==> src/rtl/alu_sched_pkg.sv <==
// Shared definitions for the alu_sched scheduler: flag bit positions, ALU op
// encodings, requester IDs and small helpers.
package alu_sched_pkg;

  localparam int CIDX  = 0;
  localparam int VIDX  = 1;
  localparam int ZIDX  = 2;
  localparam int SIDX  = 3;
  localparam int PIDX  = 4;
  localparam int UIDX  = 5;
  localparam int N1IDX = 6;
  localparam int N2IDX = 7;

  localparam logic [5:0] OP_NOP = 6'h00;
  localparam logic [5:0] OP_ADD = 6'h04;
  localparam logic [5:0] OP_ADC = 6'h05;
  localparam logic [5:0] OP_SUB = 6'h06;
  localparam logic [5:0] OP_SBB = 6'h07;

  localparam logic ID_CPU = 1'b0;
  localparam logic ID_MON = 1'b1;

  // Width of the starvation-counter debug view exported on the interface.
  localparam int DBG_CW = 8;

  function automatic logic [1:0] port_mask(input logic sel);
    return sel ? 2'b10 : 2'b01;
  endfunction

endpackage

==> src/rtl/alu_sched_if.sv <==
// Bus bundle between the scheduler, its two requesters, the shared ALU and
// the response consumer. slave = scheduler side, master = environment side.
interface alu_sched_if #(
  parameter int WIDTH  = 32,
  parameter int IWIDTH = 16
);
  import alu_sched_pkg::*;

  // Handshakes: a transfer happens on a rising clk edge where valid and ready
  // are both high; the source holds valid and payload stable until then, and
  // ready may depend combinationally on valid.
  logic [1:0]          req_valid;
  logic [1:0]          req_ready;
  logic [11:0]         req_op;
  logic [2*WIDTH-1:0]  req_bi;
  logic [2*WIDTH-1:0]  req_di;
  logic [2*IWIDTH-1:0] req_im;

  logic [5:0]          alu_op;
  logic [7:0]          alu_fi;
  logic [WIDTH-1:0]    alu_bi;
  logic [WIDTH-1:0]    alu_di;
  logic [IWIDTH-1:0]   alu_im;
  logic [WIDTH-1:0]    alu_res;
  logic [7:0]          alu_fo;
  logic                alu_wb_en;
  logic                alu_flag_en;

  logic                rsp_valid;
  logic                rsp_ready;
  logic                rsp_id;
  logic [WIDTH-1:0]    rsp_res;
  logic                rsp_wb_en;
  logic [7:0]          rsp_flags;

  logic                fw_en;
  logic [7:0]          fw_data;
  logic [7:0]          flags;
  logic [DBG_CW-1:0]   dbg_starve_cnt;

  modport slave (
    input  req_valid, req_op, req_bi, req_di, req_im,
    input  alu_res, alu_fo, alu_wb_en, alu_flag_en,
    input  rsp_ready, fw_en, fw_data,
    output req_ready, alu_op, alu_fi, alu_bi, alu_di, alu_im,
    output rsp_valid, rsp_id, rsp_res, rsp_wb_en, rsp_flags,
    output flags, dbg_starve_cnt
  );

  modport master (
    output req_valid, req_op, req_bi, req_di, req_im,
    output alu_res, alu_fo, alu_wb_en, alu_flag_en,
    output rsp_ready, fw_en, fw_data,
    input  req_ready, alu_op, alu_fi, alu_bi, alu_di, alu_im,
    input  rsp_valid, rsp_id, rsp_res, rsp_wb_en, rsp_flags,
    input  flags, dbg_starve_cnt
  );

endinterface

==> src/rtl/alu_sched_arb.sv <==
// Two-port fixed-priority arbiter (port 0 wins) with a starvation counter that
// forces a port-1 grant after STARVE consecutive port-0 grants.
module alu_sched_arb
  import alu_sched_pkg::*;
#(
  parameter  int STARVE = 4,
  localparam int CW     = $clog2(STARVE + 1)
) (
  input  logic          clk,
  input  logic          reset_n,
  input  logic [1:0]    i_req_valid,
  input  logic          i_accept,
  output logic          o_sel,
  output logic [CW-1:0] o_starve_cnt
);

  localparam logic [CW-1:0] LIMIT = CW'(STARVE);

  logic [CW-1:0] r_starve_cnt;

  always_comb begin
    o_sel = ID_CPU;
    case (i_req_valid)
      2'b10:   o_sel = ID_MON;
      2'b11:   o_sel = (r_starve_cnt == LIMIT) ? ID_MON : ID_CPU;
      default: o_sel = ID_CPU;
    endcase
  end

  // Counts only port-0 wins that kept a waiting port 1 out; anything else resets.
  always_ff @(posedge clk or negedge reset_n) begin
    if (!reset_n) begin
      r_starve_cnt <= '0;
    end else if (i_accept) begin
      if ((o_sel == ID_CPU) && i_req_valid[1]) begin
        if (r_starve_cnt != LIMIT) r_starve_cnt <= r_starve_cnt + 1'b1;
      end else begin
        r_starve_cnt <= '0;
      end
    end
  end

  assign o_starve_cnt = r_starve_cnt;

endmodule

==> src/rtl/alu_sched.sv <==
// Shares one external combinational ALU between the CPU execute stage (port 0)
// and the debug monitor (port 1); owns the flag register and a registered response.
module alu_sched
  import alu_sched_pkg::*;
#(
  parameter int WIDTH  = 32,
  parameter int IWIDTH = 16,
  parameter int STARVE = 4
) (
  input  logic         clk,
  input  logic         reset_n,
  alu_sched_if.slave   bus
);

  localparam int CW = $clog2(STARVE + 1);

  logic             w_can_accept;
  logic             w_sel;
  logic             w_accept;
  logic [1:0]       w_req_ready;
  logic [7:0]       w_nf;
  logic [CW-1:0]    w_starve_cnt;

  logic             r_rsp_valid;
  logic             r_rsp_id;
  logic [WIDTH-1:0] r_rsp_res;
  logic             r_rsp_wb_en;
  logic [7:0]       r_rsp_flags;
  logic [7:0]       r_flags;

  // A direct flag write blocks acceptance so it can never race an ALU commit.
  assign w_can_accept = !bus.fw_en && (!r_rsp_valid || bus.rsp_ready);
  assign w_req_ready  = w_can_accept ? (bus.req_valid & port_mask(w_sel)) : 2'b00;
  assign w_accept     = |w_req_ready;

  alu_sched_arb #(.STARVE(STARVE)) u_arb (
    .clk          (clk),
    .reset_n      (reset_n),
    .i_req_valid  (bus.req_valid),
    .i_accept     (w_accept),
    .o_sel        (w_sel),
    .o_starve_cnt (w_starve_cnt)
  );

  assign bus.alu_op = w_sel ? bus.req_op[11:6]             : bus.req_op[5:0];
  assign bus.alu_bi = w_sel ? bus.req_bi[2*WIDTH-1:WIDTH]  : bus.req_bi[WIDTH-1:0];
  assign bus.alu_di = w_sel ? bus.req_di[2*WIDTH-1:WIDTH]  : bus.req_di[WIDTH-1:0];
  assign bus.alu_im = w_sel ? bus.req_im[2*IWIDTH-1:IWIDTH] : bus.req_im[IWIDTH-1:0];
  assign bus.alu_fi = r_flags;

  assign w_nf = bus.alu_flag_en ? bus.alu_fo : r_flags;

  always_ff @(posedge clk or negedge reset_n) begin
    if (!reset_n) begin
      r_rsp_valid <= 1'b0;
      r_rsp_id    <= ID_CPU;
      r_rsp_res   <= '0;
      r_rsp_wb_en <= 1'b0;
      r_rsp_flags <= 8'h00;
      r_flags     <= 8'h00;
    end else begin
      if (bus.fw_en) begin
        r_flags <= bus.fw_data;
      end else if (w_accept) begin
        r_flags <= w_nf;
      end
      if (w_accept) begin
        r_rsp_valid <= 1'b1;
        r_rsp_id    <= w_sel;
        r_rsp_res   <= bus.alu_res;
        r_rsp_wb_en <= bus.alu_wb_en;
        r_rsp_flags <= w_nf;
      end else if (r_rsp_valid && bus.rsp_ready) begin
        r_rsp_valid <= 1'b0;
      end
    end
  end

  assign bus.req_ready      = w_req_ready;
  assign bus.rsp_valid      = r_rsp_valid;
  assign bus.rsp_id         = r_rsp_id;
  assign bus.rsp_res        = r_rsp_res;
  assign bus.rsp_wb_en      = r_rsp_wb_en;
  assign bus.rsp_flags      = r_rsp_flags;
  assign bus.flags          = r_flags;
  assign bus.dbg_starve_cnt = DBG_CW'(w_starve_cnt);

endmodule

==> src/flat_wrapper.sv <==
// flat-port wrapper written by rule: the top's interface ports become plain ports
module alu_sched_flat import alu_sched_pkg::*;
#(
  parameter int WIDTH  = 32,
  parameter int IWIDTH = 16,
  parameter int STARVE = 4
)
  (clk, reset_n, bus_req_valid, bus_req_op, bus_req_bi, bus_req_di, bus_req_im, bus_alu_res, bus_alu_fo, bus_alu_wb_en, bus_alu_flag_en, bus_rsp_ready, bus_fw_en, bus_fw_data, bus_req_ready, bus_alu_op, bus_alu_fi, bus_alu_bi, bus_alu_di, bus_alu_im, bus_rsp_valid, bus_rsp_id, bus_rsp_res, bus_rsp_wb_en, bus_rsp_flags, bus_flags, bus_dbg_starve_cnt);
  alu_sched_if #(.WIDTH(WIDTH), .IWIDTH(IWIDTH)) bus_i ();
  input  logic clk;
  input  logic reset_n;
  input wire logic [$bits(bus_i.req_valid)-1:0] bus_req_valid;
  input wire logic [$bits(bus_i.req_op)-1:0] bus_req_op;
  input wire logic [$bits(bus_i.req_bi)-1:0] bus_req_bi;
  input wire logic [$bits(bus_i.req_di)-1:0] bus_req_di;
  input wire logic [$bits(bus_i.req_im)-1:0] bus_req_im;
  input wire logic [$bits(bus_i.alu_res)-1:0] bus_alu_res;
  input wire logic [$bits(bus_i.alu_fo)-1:0] bus_alu_fo;
  input wire logic [$bits(bus_i.alu_wb_en)-1:0] bus_alu_wb_en;
  input wire logic [$bits(bus_i.alu_flag_en)-1:0] bus_alu_flag_en;
  input wire logic [$bits(bus_i.rsp_ready)-1:0] bus_rsp_ready;
  input wire logic [$bits(bus_i.fw_en)-1:0] bus_fw_en;
  input wire logic [$bits(bus_i.fw_data)-1:0] bus_fw_data;
  output wire logic [$bits(bus_i.req_ready)-1:0] bus_req_ready;
  output wire logic [$bits(bus_i.alu_op)-1:0] bus_alu_op;
  output wire logic [$bits(bus_i.alu_fi)-1:0] bus_alu_fi;
  output wire logic [$bits(bus_i.alu_bi)-1:0] bus_alu_bi;
  output wire logic [$bits(bus_i.alu_di)-1:0] bus_alu_di;
  output wire logic [$bits(bus_i.alu_im)-1:0] bus_alu_im;
  output wire logic [$bits(bus_i.rsp_valid)-1:0] bus_rsp_valid;
  output wire logic [$bits(bus_i.rsp_id)-1:0] bus_rsp_id;
  output wire logic [$bits(bus_i.rsp_res)-1:0] bus_rsp_res;
  output wire logic [$bits(bus_i.rsp_wb_en)-1:0] bus_rsp_wb_en;
  output wire logic [$bits(bus_i.rsp_flags)-1:0] bus_rsp_flags;
  output wire logic [$bits(bus_i.flags)-1:0] bus_flags;
  output wire logic [$bits(bus_i.dbg_starve_cnt)-1:0] bus_dbg_starve_cnt;
  assign bus_i.req_valid = bus_req_valid;
  assign bus_i.req_op = bus_req_op;
  assign bus_i.req_bi = bus_req_bi;
  assign bus_i.req_di = bus_req_di;
  assign bus_i.req_im = bus_req_im;
  assign bus_i.alu_res = bus_alu_res;
  assign bus_i.alu_fo = bus_alu_fo;
  assign bus_i.alu_wb_en = bus_alu_wb_en;
  assign bus_i.alu_flag_en = bus_alu_flag_en;
  assign bus_i.rsp_ready = bus_rsp_ready;
  assign bus_i.fw_en = bus_fw_en;
  assign bus_i.fw_data = bus_fw_data;
  assign bus_req_ready = bus_i.req_ready;
  assign bus_alu_op = bus_i.alu_op;
  assign bus_alu_fi = bus_i.alu_fi;
  assign bus_alu_bi = bus_i.alu_bi;
  assign bus_alu_di = bus_i.alu_di;
  assign bus_alu_im = bus_i.alu_im;
  assign bus_rsp_valid = bus_i.rsp_valid;
  assign bus_rsp_id = bus_i.rsp_id;
  assign bus_rsp_res = bus_i.rsp_res;
  assign bus_rsp_wb_en = bus_i.rsp_wb_en;
  assign bus_rsp_flags = bus_i.rsp_flags;
  assign bus_flags = bus_i.flags;
  assign bus_dbg_starve_cnt = bus_i.dbg_starve_cnt;
  alu_sched #(.WIDTH(WIDTH), .IWIDTH(IWIDTH), .STARVE(STARVE)) u_core (.clk(clk), .reset_n(reset_n), .bus(bus_i));
endmodule
==> config.mk <==
export PLATFORM = sky130hd
export DESIGN_NAME = alu_sched_flat
export DESIGN_NICKNAME = d
export VERILOG_FILES = /design/src/rtl/alu_sched_pkg.sv /design/src/rtl/alu_sched_if.sv /design/src/rtl/alu_sched_arb.sv /design/src/rtl/alu_sched.sv /design/src/flat_wrapper.sv
export SDC_FILE = /design/constraint.sdc
export NUM_CORES = 1
export LEC_CHECK = 0
export CORE_AREA = 2 2 150 152
export CTS_CLUSTER_SIZE = 10
export DETAILED_ROUTE_END_ITERATION = 16
export DIE_AREA = 0 0 152 154
export DONT_BUFFER_PORTS = 1
export GPL_TIMING_DRIVEN = 0
export MAX_ROUTING_LAYER = met4
export PLACE_DENSITY = 0.3
export SLEW_MARGIN = 0
export SYNTH_ARGS = -nofsm -noshare
export SYNTH_HDL_FRONTEND = slang
export SYNTH_SLANG_ARGS = --single-unit
==> constraint.sdc <==
create_clock -name clk -period 4.68 [get_ports clk]
set_input_delay 1.404 -clock clk [delete_from_list [all_inputs] [get_ports clk]]
set_output_delay 1.404 -clock clk [all_outputs]
set_load 0.05 [all_outputs]
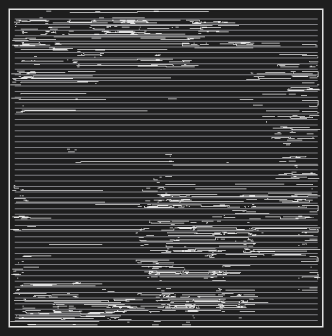
(run_1/m1.png)
Supply wires on this layer in gray.
The wires run mostly horizontal. The layer carries 5470 µm of wire.

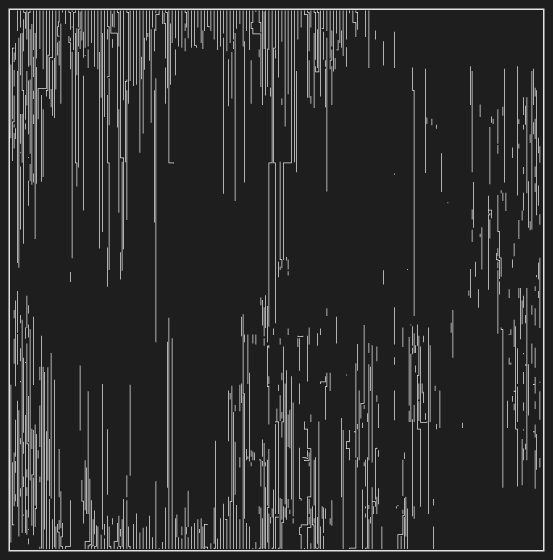
(run_1/m2.png)
490 nets have wire on it. The longest straight run is 75.1 µm.

==> reports/qor.tcl, run 1 <==
set qor(drtIter0Drc) 89
set qor(clock_tree.buffer_depth) 2
set qor(timing.critical_path.mode_cell) {buf_2}
set qor(r2r_slack_ns) 2.28
set qor(tritoncts.num_buffers) 5
set qor(sequentialPower_w) 0.000887
set qor(dr.pass1.iters) 4
set qor(report.final.slew_viol_count) 0
set qor(dpl_cell_area_um2) 3990
set qor(routedWlPerCell_um) 28.2
set qor(post_cts_buffers) 0
set qor(ys_warn_count) 0
set qor(largest_area_cell) {dfrtp_1}
set qor(seq_cell_count) 54
set qor(ys_seq_share_pct) 37.3
set qor(syn_to_final_growth_pct) 15.1
set qor(finalCritPeriodShare_pct) 94.4
set qor(p_seq_share_pct) 47.2
set qor(fin_tns_setup_ns) 0
set qor(nNonClkInverters) 12
set qor(synth-cells-yosys) 288
set qor(internal_power_w) 0.000957
set qor(cts_htree_levels) 2
set qor(place_congestion) 0.831
set qor(overall_die_width_um) 152
set qor(synth.cell_area_um2) 3620
set qor(finalHoldViolations) 0
set qor(critPathRequiredTime_ns) 3.28
set qor(power_density_nw_per_um2) 451
set qor(logic_gate_count) 188
set qor(finalWorstSetupSlack_ns) 0.263
set qor(grt_usage_pct) 13.4
set qor(initial_core_utilization_pct) 16.7
set qor(worst-path-max-fanout) 10
set qor(first_pass_grt_wire_length_um) 21700
set qor(largest_net_degree_at_the_start_of_global_routing) 55
set qor(row_count) 54
set qor(finalWorstPathRequiredPeriod_ns) 4.42
set qor(worst_skew_pair.late_latency_ns) 0.30
set qor(seq_area_share_pct) 32.4
set qor(placeable_core_area_um2) 21700
set qor(comb_area_share_pct) 47.1
set qor(clock_power_share_pct) 21.5
set qor(start_kind) {flip-flop}
set qor(tap_cells) 280
set qor(fillers) 2336
set qor(fin_cells) 584
set qor(dominant-cell-class) {combinational gates}
set qor(post_synth_inst_count) 288
set qor(worst_setup_path_end_kind) {primary output}
set qor(finish.instance_area_um2) 4170
set qor(final_layout_size_suffix_gt1_share_pct) 55.3
set qor(clock-skew-final_ns) 0.0116
set qor(critical_path.cell_chain) {inv_1 -> ha_1 -> nand2_1 -> a21bo_2 -> buf_2 -> buf_2 -> buf_2 -> mux2_2}
set qor(antenna_cells_inserted) 4
set qor(power-top-group) {sequential cells}
set qor(postCtsResizedCells) 1
set qor(top_cells_by_area) {dfrtp_1 37%, mux2_2 28%, mux2_4 12%, buf_4 2.7%, mux2i_1 2.5%}
set qor(synth_top_area_share_pct) 37.3
set qor(p_leak_nw) 1.71
set qor(avgViaCountPerCell) 4.16
set qor(grt_pass1_vias) 2662
set qor(dp_hpwl_um) 14100
set qor(nonClockBufferCount) 38
set qor(cts_tree) {yes}
set qor(register_bit_total_from_synthesis) 54
set qor(antenna_found_initial) 6
set qor(drcViolationCount) 0
set qor(stage_log_warnings) 27
set qor(max_slew_headroom_pct) 58.3
set qor(detailedPlace.worstSlack_ns) -0.0810
set qor(post_synth_num_cell_types) 33
set qor(timing.hold.ws_ns) 0.796
set qor(synthesized_area_per_cell_um2) 12.6
set qor(boundaryPins) 383
set qor(run_status) {finished, final reports clean}
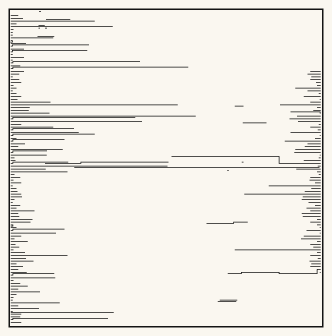
(run_1/m3.png)
The wires run mostly horizontal. The layer holds 15% of the routed length.

[run 1: registers in the layout, indices dropped and copies added, names as in the netlist]
register	count
u_core.bus.rsp_res	32
u_core.bus.rsp_id	1
u_core.u_arb.o_starve_cnt	3
u_core.bus.alu_fi	8
u_core.bus.rsp_valid	1
u_core.bus.rsp_wb_en	1
u_core.bus.rsp_flags	8
[run 1: cell usage after synthesis]
cell type / instances
conb_1: 1
mux2_2: 91
o21ai_0: 1
a41oi_1: 1
mux2i_1: 9
nand2b_1: 1
a21bo_2: 1
a21oi_1: 8
a31oi_1: 8
dfrtp_1: 54
nand4_1: 2
o22ai_2: 2
o21a_1: 1
clkbuf_1: 4
buf_1: 1
buf_4: 13
ha_1: 2
a211oi_1: 8
and3_4: 1
nand2_1: 3
nor3b_1: 1
buf_6: 4
nor2b_1: 1
and3_1: 1
buf_2: 13
nand3_1: 1
a221o_1: 8
inv_1: 12
mux2_4: 28
buf_12: 3
o2bb2ai_1: 1
or2_1: 1
nor2_1: 2
[run 1: worst paths after layout]
| check | from | to | cells after the start |
|---|---|---|---|
| setup / recovery | u_core.u_arb.o_starve_cnt[0]$_DFFE_PN0P_ | bus_alu_bi[27] | 8 |
| hold / removal | reset_n | u_core.bus.alu_fi[0]$_DFFE_PN0P_ | 0 |
| setup reg to reg | u_core.u_arb.o_starve_cnt[0]$_DFFE_PN0P_ | u_core.bus.rsp_id$_DFFE_PN0P_ | 8 |
| min in group clk | u_core.bus.rsp_id$_DFFE_PN0P_ | u_core.bus.rsp_id$_DFFE_PN0P_ | 1 |
| hold reg to reg | u_core.bus.rsp_id$_DFFE_PN0P_ | u_core.bus.rsp_id$_DFFE_PN0P_ | 1 |
| max in group asynchronous | reset_n | u_core.bus.rsp_res[28]$_DFFE_PN0P_ | 0 |
[run 1: critical path, delay by kind of cell (launching register included)]
family	cells	cell delay (ns)
mux	1	0.51
buf+inv	4	0.99
simple gates	1	0.10
flops	1	0.72
compound gates	1	0.14
fa+ha+maj	1	0.25
[run 1: cell families after synthesis]
logic type / synth area share, %
AND-OR/OR-AND: 8.15
adder cells (fa/ha/maj): 0.691
buffers and inverters: 9.15
flip-flops: 37.3
multiplexers: 42.4
other: 0.104
AND/OR/NAND/NOR: 2.21
[run 1: cells in the final DEF (no fill, tap or decap)]
master     instances
mux2_2            91
dfrtp_1           54
mux2_4            28
buf_2             13
buf_4             13
inv_1             12
mux2i_1            9
a211oi_1           8
a221o_1            8
a31oi_1            8
a21oi_1            8
conb_1             5
clkbuf_16          5
diode_2            4
buf_6              4
clkbuf_1           4
nand2_1            3
buf_12             3
nand4_1            2
o22ai_2            2
ha_1               2
clkbuf_8           2
a21bo_2            1
nand2b_1           1
nand3_1            1
nor2b_4            1
nor2_2             1
or2_1              1
and3_4             1
buf_1              1
o21a_1             1
and3_1             1
o2bb2ai_1          1
nor2_1             1
o21ai_0            1
nor3b_1            1
a41oi_1            1
clkinv_4           1
[run 1: layer usage]
metal / up-vias / share of wire (%) / global-route usage, %
met5: - / 0 / -
met4: 0 / 1.3 / 3.65
met3: 12 / 15 / 8.85
met2: 206 / 50 / 22.4
met1: 1162 / 33 / 12.8
li1: 1048 / - / -
--- run 2 (diff from run 1) ---
==> constraint.sdc (replaced) <==
create_clock -name clk -period 4.65 [get_ports clk]
set_input_delay 1.395 -clock clk [delete_from_list [all_inputs] [get_ports clk]]
set_output_delay 1.395 -clock clk [all_outputs]
set_load 0.05 [all_outputs]
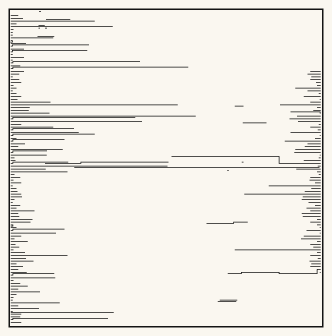
(run_2/m3.png)
191 nets have wire on it. The longest straight run is 119 µm. The layer holds 15% of the routed length.

==> run 2 against run 1 <==
Net effect: power grew 0.65%; global-route usage is the same; sequential share of layout area is the same; non-clock buffer count is the same; critical path type unchanged; largest cell class unchanged.
==> reports/qor.tcl, run 2 <==
set qor(run_status) {finished, final reports clean}
set qor(enable_flop_cells) 0 ;# unchanged
set qor(slowest_stage) {dfrtp_1}
set qor(floorplan.die.height_um) 154
set qor(async_reset_ff_share_pct) 100 ;# unchanged
set qor(boundaryPins) 383 ;# unchanged
set qor(p_leak_nw) 1.71 ;# unchanged
set qor(setup_violations) 0
set qor(critPathBufInv) 4 ;# unchanged
set qor(critical_path.cell_chain) {inv_1 -> ha_1 -> nand2_1 -> a21bo_2 -> buf_2 -> buf_2 -> buf_2 -> mux2_2}
set qor(clkTransAtPathRegs_ns) 0.08
set qor(die_area_um2) 23400
set qor(fillers) 2336 ;# unchanged
set qor(ys_seq_share_pct) 37.3 ;# unchanged
set qor(max_slew_headroom_pct) 58.3 ;# unchanged
set qor(fin_cells) 584 ;# unchanged
set qor(num-nets-final) 529
set qor(cts_root_buf) {clkbuf_16}
set qor(dp_hpwl_um) 14100 ;# unchanged
set qor(timing.hold.ws_ns) 0.787 ;# -0.00900 ns
set qor(report.power.total_w) 0.00189
set qor(row_count) 54 ;# unchanged
set qor(dr.pass1.iters) 4 ;# unchanged
set qor(register_bit_total_from_synthesis) 54 ;# unchanged
set qor(tritoncts.num_buffers) 5 ;# unchanged
set qor(grt_usage_pct) 13.4 ;# unchanged
set qor(numPlacedInstances) 572
set qor(syn_to_final_growth_pct) 15.1 ;# unchanged
set qor(route.antenna.remaining_nets) 0
set qor(r2r_slack_ns) 2.25 ;# -0.03 ns
set qor(maxClockFrequency_mhz) 227
set qor(timing.critical_path.mode_cell) {buf_2}
set qor(worst_path_dominant_cell_family) {buffers and inverters}
set qor(post_synth_most_frequent_cells) {91 x mux2_2, 54 x dfrtp_1, 28 x mux2_4, 13 x buf_2, 13 x buf_4}
set qor(post_cts_buffers) 0 ;# unchanged
set qor(timing.critical_path.slowest_cell_delay_ns) 0.72
set qor(clkSinkCount) 54
set qor(yosys_area_um2) 3620
set qor(top_cells_by_area) {dfrtp_1 37%, mux2_2 28%, mux2_4 12%, buf_4 2.7%, mux2i_1 2.5%}
set qor(drt_wirelength_um) 16400
set qor(largest_net_degree_at_the_start_of_global_routing) 55 ;# unchanged
set qor(synth_top_area_share_pct) 37.3 ;# unchanged
set qor(antenna_found_initial) 6 ;# unchanged
set qor(place_congestion) 0.831 ;# unchanged
set qor(synth-cells-yosys) 288 ;# unchanged
set qor(clock-skew-final_ns) 0.0116 ;# unchanged
set qor(cts_htree_levels) 2 ;# unchanged
set qor(tightest_slew_ns) 0.626
set qor(synth.cell_area_um2) 3620 ;# unchanged
set qor(worst-endpoint-arrival_ns) 3.01
set qor(synthesized_area_per_cell_um2) 12.6 ;# unchanged
set qor(layout_top_cell_excl_fill_tap) {mux2_2}
set qor(critPathRequiredTime_ns) 3.25 ;# -0.03 ns
set qor(port_buffers) 0
set qor(detailedPlace.worstSlack_ns) -0.0930 ;# -0.0120 ns
set qor(dr_total_vias) 2428
set qor(finalWorstPathRequiredPeriod_ns) 4.41
set qor(post_synth_inst_count) 288 ;# unchanged
set qor(avgViaCountPerCell) 4.16 ;# unchanged
set qor(worst_skew_pair.late_latency_ns) 0.30 ;# about the same
set qor(vdd_ir_drop_max_v) 0.000127
set qor(ys_warn_count) 0 ;# unchanged
set qor(finalWorstSetupSlack_ns) 0.242 ;# -0.0210 ns
set qor(overall_die_width_um) 152 ;# unchanged
set qor(synthMostInstantiatedCell) {mux2_2}
set qor(grt_pass1_vias) 2662 ;# unchanged
set qor(initial_core_utilization_pct) 16.7 ;# unchanged
set qor(finalHoldViolations) 0 ;# unchanged
set qor(grt_setup_unrepaired) {false}
set qor(finish.instance_area_um2) 4170 ;# unchanged
set qor(first_pass_grt_wire_length_um) 21700 ;# unchanged
set qor(grt_overflow) 0
set qor(worst-path-max-fanout) 10 ;# unchanged
set qor(worstHoldPathType) {primary input to asynchronous set/reset pin}
set qor(report.final.slew_viol_count) 0 ;# unchanged
set qor(largest_reg_flops) 32 ;# unchanged
set qor(dpl_cell_area_um2) 3990 ;# unchanged
set qor(cts_tree) {yes}
set qor(start_kind) {flip-flop}
set qor(drtIter0Drc) 89 ;# unchanged
set qor(stage_log_warnings) 27 ;# unchanged
set qor(post_synth_num_cell_types) 33 ;# unchanged
set qor(finalCritPeriodShare_pct) 94.8
set qor(max_cap_viol_count) 0
set qor(most_common_flop_cell_mapped_by_yosys) {dfrtp_1}
set qor(clock_tree.buffer_depth) 2 ;# unchanged
set qor(worst_setup_path_end_kind) {primary output}
set qor(layout_top_cells_excl_fill_tap) {91 x mux2_2, 54 x dfrtp_1, 28 x mux2_4}
set qor(drcViolationCount) 0 ;# unchanged
set qor(largest_area_cell) {dfrtp_1}
set qor(placeable_core_area_um2) 21700 ;# unchanged
set qor(holdBufCountCts) 0
set qor(routedWlPerCell_um) 28.2 ;# unchanged
set qor(power_density_nw_per_um2) 454 ;# +0.65%
set qor(final_layout_size_suffix_gt1_share_pct) 55.3 ;# unchanged
set qor(crit_path_category) {flip-flop to primary output}
run 2: cell counts after synthesis:
Identical to the previous run, type by type.
run 2: kinds of logic (layout without fill, tap and decap cells):
logic type | after synthesis | in the layout | synth area share (%)
buffers and inverters | 50 | 58 | 9.15
AND/OR/NAND/NOR | 14 | 14 | 2.21
multiplexers | 128 | 128 | 42.4
flip-flops | 54 | 54 | 37.3
adder cells (fa/ha/maj) | 2 | 2 | 0.691
AND-OR/OR-AND | 39 | 39 | 8.15
other | 1 | 9 | 0.104
run 2: final timing paths:
kind	cells past startpoint	endpoint	startpoint
min	0	u_core.bus.alu_fi[0]$_DFFE_PN0P_	reset_n
max reg2reg	8	u_core.bus.rsp_id$_DFFE_PN0P_	u_core.u_arb.o_starve_cnt[0]$_DFFE_PN0P_
min in group clk	1	u_core.bus.rsp_id$_DFFE_PN0P_	u_core.bus.rsp_id$_DFFE_PN0P_
min reg2reg	1	u_core.bus.rsp_id$_DFFE_PN0P_	u_core.bus.rsp_id$_DFFE_PN0P_
max in group asynchronous	0	u_core.bus.rsp_res[28]$_DFFE_PN0P_	reset_n
max	8	bus_alu_bi[27]	u_core.u_arb.o_starve_cnt[0]$_DFFE_PN0P_
run 2: repair_timing:
action	4_1_cts	5_1_grt
pin swaps	0	0
resized	2	1
endpoints found under the setup margin	2	1
gates cloned	0	0
run 2: stage by stage:
step | util [%] | TNS (ns)
4_1_cts | 19.2 | 0
2_1_floorplan | - | 0
3_5_place_dp | 18.4 | -0.0969
3_3_place_gp | 18.4 | -0.0595
5_1_grt | 19.2 | 0
6_report | 19.2 | 0
run 2: report_power, final:
group,internal [W],switching [W]
registers,0.000542,0.000351
clock network,0.000231,0.000176
logic,0.000191,0.000400
total,0.000963,0.000928
run 2: cell type report:
| type | count | area, µm² | share of cell area [%] |
|---|---|---|---|
| sequential | 54 | 1350 | 32.4 |
| clock inverter | 1 | 8.76 | 0.210 |
| tap | 280 | 350 | 8.40 |
| inverter | 12 | 45.0 | 1.08 |
| buffer | 38 | 287 | 6.87 |
| clock buffer | 7 | 153 | 3.66 |
| antenna | 4 | 10.0 | 0.240 |
| multi-input combinational | 188 | 1960 | 47.1 |
run 2: layer usage:
metal,vias to the layer above,global-route usage (%),part of all wire [%]
li1,1048,-,-
met1,1162,12.8,33
met2,206,22.4,50
met3,12,8.85,15
met4,0,3.65,1.3
met5,-,-,0
Power is estimated from default activity; no workload was simulated.
